## src/rtl/acc_dual_16bit_pkg.sv

```systemverilog
// -----------------------------------------------------------------------------
// acc_dual_16bit_pkg
// Shared constants and helpers for the dual-channel product accumulator.
//   DEF_ACC_WIDTH / DEF_NUM_TERMS / DEF_CNT_WIDTH : default build parameters
//   PROD_WIDTH                                    : width of incoming products
//   min_acc_width()                               : smallest accumulator width
//                                                   that cannot overflow for a
//                                                   given window length
// -----------------------------------------------------------------------------
package acc_dual_16bit_pkg;

  localparam int DEF_ACC_WIDTH = 24;
  localparam int DEF_NUM_TERMS = 9;
  localparam int DEF_CNT_WIDTH = 16;
  localparam int PROD_WIDTH    = 16;

  // A window of num_terms products plus the bias grows by at most
  // clog2(num_terms+1) bits over a single product.
  function automatic int min_acc_width(input int num_terms);
    return PROD_WIDTH + $clog2(num_terms + 1);
  endfunction

endpackage

```

## src/rtl/acc_dual_16bit_lane.sv

```systemverilog
// -----------------------------------------------------------------------------
// acc_dual_16bit_lane
// One channel of the accumulator: a running accumulator plus the registered
// window-sum output. Window control (first/last decode) comes from the parent.
// Ports:
//   clk, rst_n : clock, synchronous active-low reset
//   take       : accept prod this cycle
//   first      : this term opens a window (seed from bias instead of acc)
//   last       : this term closes a window (publish to sum)
//   prod       : signed 16-bit product
//   bias       : signed seed, only used on the first term
//   sum        : signed window result, held until the next completed window
// -----------------------------------------------------------------------------
module acc_dual_16bit_lane
  import acc_dual_16bit_pkg::*;
#(
  parameter int ACC_WIDTH = DEF_ACC_WIDTH
) (
  input  logic                        clk,
  input  logic                        rst_n,
  input  logic                        take,
  input  logic                        first,
  input  logic                        last,
  input  logic signed [PROD_WIDTH-1:0] prod,
  input  logic signed [ACC_WIDTH-1:0]  bias,
  output logic signed [ACC_WIDTH-1:0]  sum
);

  logic signed [ACC_WIDTH-1:0] acc_reg;
  logic signed [ACC_WIDTH-1:0] sum_reg;
  logic signed [ACC_WIDTH-1:0] prod_ext;
  logic signed [ACC_WIDTH-1:0] acc_next;

  // Signed size cast sign-extends; the add then wraps modulo 2^ACC_WIDTH.
  assign prod_ext = ACC_WIDTH'(prod);
  assign acc_next = (first ? bias : acc_reg) + prod_ext;

  always_ff @(posedge clk) begin
    if (!rst_n) begin
      acc_reg <= '0;
      sum_reg <= '0;
    end else if (take) begin
      acc_reg <= acc_next;
      if (last) begin
        sum_reg <= acc_next;
      end
    end
  end

  assign sum = sum_reg;

endmodule

```

## src/rtl/acc_dual_16bit.sv

```systemverilog
// -----------------------------------------------------------------------------
// acc_dual_16bit
// Reduction stage for the dual packed 8-bit multiplier: sums NUM_TERMS valid
// products per channel, each window seeded with a per-channel bias, and emits
// both sums with a one-cycle o_valid pulse on the cycle after the last term.
// Ports:
//   clk, rst_n     : clock, synchronous active-low reset
//   prod_a, prod_b : signed 16-bit products (channels A/B)
//   i_valid        : products valid this cycle
//   i_clear        : restart the window, discarding any partial sums
//   bias_a, bias_b : signed seeds, sampled on the first term of a window
//   sum_a, sum_b   : signed window results
//   o_valid        : one-cycle pulse, sums are new this cycle
// The window position is carried only by cnt: cnt==0 is the FIRST state,
// 0<cnt<NUM_TERMS is ACCUM.
// -----------------------------------------------------------------------------
module acc_dual_16bit
  import acc_dual_16bit_pkg::*;
#(
  parameter int ACC_WIDTH   = DEF_ACC_WIDTH,
  parameter int NUM_TERMS   = DEF_NUM_TERMS,
  parameter int CNT_WIDTH   = DEF_CNT_WIDTH,
  // Set to 0 only for builds that deliberately exercise wrap-around.
  parameter bit WIDTH_CHECK = 1'b1
) (
  input  logic                         clk,
  input  logic                         rst_n,
  input  logic signed [PROD_WIDTH-1:0] prod_a,
  input  logic signed [PROD_WIDTH-1:0] prod_b,
  input  logic                         i_valid,
  input  logic                         i_clear,
  input  logic signed [ACC_WIDTH-1:0]  bias_a,
  input  logic signed [ACC_WIDTH-1:0]  bias_b,
  output logic signed [ACC_WIDTH-1:0]  sum_a,
  output logic signed [ACC_WIDTH-1:0]  sum_b,
  output logic                         o_valid
);

  localparam logic [CNT_WIDTH-1:0] LAST_CNT = CNT_WIDTH'(NUM_TERMS - 1);

  if (NUM_TERMS < 1 || NUM_TERMS > 65535 || (NUM_TERMS - 1) >= (2 ** CNT_WIDTH)) begin : g_terms_err
    $error("acc_dual_16bit: NUM_TERMS out of range for CNT_WIDTH");
  end
  if (WIDTH_CHECK && (ACC_WIDTH < min_acc_width(NUM_TERMS))) begin : g_width_err
    $error("acc_dual_16bit: ACC_WIDTH too small for NUM_TERMS");
  end

  logic [CNT_WIDTH-1:0] cnt_reg;
  logic [CNT_WIDTH-1:0] cnt_next;
  logic                 o_valid_reg;
  logic                 first;
  logic                 last;

  // A clear forces the current term (if any) to open a fresh window, so it can
  // only be the last term when the window is a single term long.
  always_comb begin
    first    = (cnt_reg == '0) || i_clear;
    last     = (NUM_TERMS == 1) || (!i_clear && (cnt_reg == LAST_CNT));
    cnt_next = cnt_reg;
    if (i_valid) begin
      if (last) begin
        cnt_next = '0;
      end else if (first) begin
        cnt_next = CNT_WIDTH'(1);
      end else begin
        cnt_next = cnt_reg + CNT_WIDTH'(1);
      end
    end else if (i_clear) begin
      cnt_next = '0;
    end
  end

  always_ff @(posedge clk) begin
    if (!rst_n) begin
      cnt_reg     <= '0;
      o_valid_reg <= 1'b0;
    end else begin
      cnt_reg     <= cnt_next;
      o_valid_reg <= i_valid && last;
    end
  end

  assign o_valid = o_valid_reg;

  // Channels share control and differ only in data.
  logic signed [PROD_WIDTH-1:0] prod_arr [2];
  logic signed [ACC_WIDTH-1:0]  bias_arr [2];
  logic signed [ACC_WIDTH-1:0]  sum_arr  [2];

  assign prod_arr[0] = prod_a;
  assign prod_arr[1] = prod_b;
  assign bias_arr[0] = bias_a;
  assign bias_arr[1] = bias_b;

  for (genvar gi = 0; gi < 2; gi++) begin : g_lane
    acc_dual_16bit_lane #(
      .ACC_WIDTH(ACC_WIDTH)
    ) u_lane (
      .clk  (clk),
      .rst_n(rst_n),
      .take (i_valid),
      .first(first),
      .last (last),
      .prod (prod_arr[gi]),
      .bias (bias_arr[gi]),
      .sum  (sum_arr[gi])
    );
  end

  assign sum_a = sum_arr[0];
  assign sum_b = sum_arr[1];

endmodule

```

## config.mk

```make
export PLATFORM = sky130hd
export DESIGN_NAME = acc_dual_16bit
export DESIGN_NICKNAME = d
export VERILOG_FILES = /design/src/rtl/acc_dual_16bit_pkg.sv /design/src/rtl/acc_dual_16bit_lane.sv /design/src/rtl/acc_dual_16bit.sv
export SDC_FILE = /design/constraint.sdc
export NUM_CORES = 1
export LEC_CHECK = 0
export CAP_MARGIN = 15
export CELL_PAD_IN_SITES_DETAIL_PLACEMENT = 1
export CELL_PAD_IN_SITES_GLOBAL_PLACEMENT = 1
export CORE_MARGIN = 1
export CORE_UTILIZATION = 43
export DETAILED_ROUTE_END_ITERATION = 16
export MAX_ROUTING_LAYER = met4
export PLACE_DENSITY = 0.83
export SKIP_LAST_GASP = 1
export SLEW_MARGIN = 20
export SYNTH_ARGS = -nofsm -noshare
export SYNTH_HDL_FRONTEND = slang
export SYNTH_HIERARCHICAL = 1
export SYNTH_SLANG_ARGS = --single-unit
```

## constraint.sdc

```tcl
create_clock -name clk -period 12 [get_ports clk]
set_input_delay 1.2 -clock clk [delete_from_list [all_inputs] [get_ports clk]]
set_output_delay 1.2 -clock clk [all_outputs]
set_load 0.05 [all_outputs]
```

==> flow_summary.yaml <==
# flow metrics
global_route:
  grt_pass1_vias: 7878
  antenna_found_initial: 0
  grt_overflow: 0
logic_synthesis:
  adder_share: 0.08204
  netlist_area_sq_um: 7809
  synth-xor-area-share: 0.03365
  yosys.stat.chipArea_sq_um: 7809
  logic_family: "simple AND/OR/NAND/NOR gates"
  fp_nets: 1089
worst_setup_path:
  r2r_slack_ns: 6.56
  critPathRequiredTime_ns: 12.31
finish:
  seq_cells: 113
final_timing:
  period_needed_ns: 5.445
  final-setup-viol-count: 0
  fin_crit_sh: 0.4537
  finalClockSkew_ns: 0.01148
drt:
  wl_met3_microns: 1241
  drc: 0
die:
  taps: 225
  die_w_microns: 136.8
  fp_util: 0.4453
outcome:
  status: "finished clean"
clocking:
  cts_tree: "done"
==> per-stage QoR <==
step	hold slack, ns	setup slack, ns	util	cells
2_1_floorplan	0.4212	7.556	-	955
6_report	0.4555	6.555	0.5569	1289
5_1_grt	0.4743	6.194	0.5569	1289
3_5_place_dp	0.4489	6.706	0.5248	1257
4_1_cts	0.4583	6.655	0.5569	1289
3_3_place_gp	0.4292	6.819	0.5248	1257
==> power by group <==
group	internal [mW]	switching, mW	total (mW)
clock network	0.311	0.180	0.491
registers	0.399	0.0125	0.411
logic	0.141	0.204	0.345
==> critical path, stage by stage, from the launching register on <==
cell and delay (ns):
dfxtp_1 0.33, inv_1 0.11, ha_1 0.16, nor4b_1 0.33, nand4_1 0.70, o21bai_4 0.34
buf_4 0.64, mux2_2 0.43, ha_1 0.22, fa_1 0.42, a21o_2 0.23, a311oi_2 0.44
nor4b_2 0.15, nor2_1 0.41, o31ai_1 0.15, o31a_1 0.25
==> Yosys cell counts (3+ instances only) <==
cell type  count
a2111o_1       3
a211o_1        4
a211oi_1      10
a21o_1        11
a21o_2         3
a21oi_1       68
a311o_1        3
a31o_2         4
a31oi_1       19
a32oi_1        8
and2_1         4
and3_1         9
and3_4         3
and4_1         5
buf_1          4
buf_2          7
clkbuf_1      46
dfxtp_1      113
ha_1          48
inv_1         20
mux2_2        46
mux2i_1       30
nand2_1       94
nand2b_1       3
nand3_1       79
nand4_1       18
nor2_1        67
nor2b_1        3
nor3_1        18
nor4_1         9
nor4b_1        3
o2111ai_1     10
o211ai_1       8
o21a_1         7
o21ai_0       47
o21ai_1        3
o21bai_1       9
o31a_1         4
o31ai_1        4
or3_1         13
or4_1          7
xnor2_1       18
xor2_1        12
Figure 1. Selected gate families.
(2 px per micron)
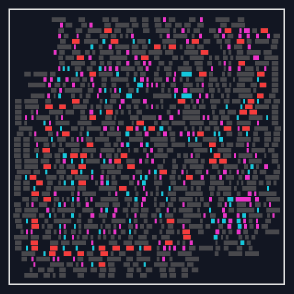
legend:
  NOR gates:
    colour: cyan
    cells: 102
    most_used: nor2_1
  multiplexers:
    colour: red
    cells: 76
    most_used: mux2_2
    where: all over the die
  NAND gates:
    colour: magenta
    cells: 198
    most_used: nand2_1
    where: all over the die
post-route insts no fill: 1289
Comb area share: 0.5338
Commonest Layout Cell: clkdlybuf4s50_1

Figure 2. Zoomed window.
Region (56, 29) to (81, 54) microns. Cells in grey, sequential cells in the stronger grey; small squares are vias.
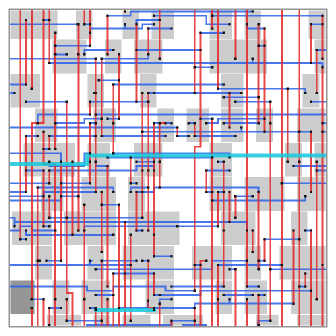
legend:
  met1:
    colour: blue
  met3:
    colour: cyan
  met2:
    colour: red
sequential cells in the window: 0
most frequent: nand2_1 (9), nor2_1 (6), a21oi_1 (5)
cells with their middle in the window: 50

Figure 3. Register map, names as in the netlist.
(2 px per micron)
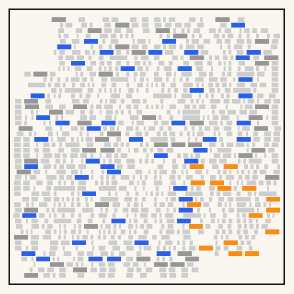
legend:
  `cnt_reg`:
    colour: orange
    placed_flops: 16
  `g_lane.u_lane/acc_reg`:
    colour: blue
    placed_flops: 48
    where: all over the die
post-route core utilization: 0.5569
Seq area share: 0.2316
register area: 2262 sq um
Sequential Power: 0.411 mW

No activity file was given, so power comes from the tool's default toggle rates.
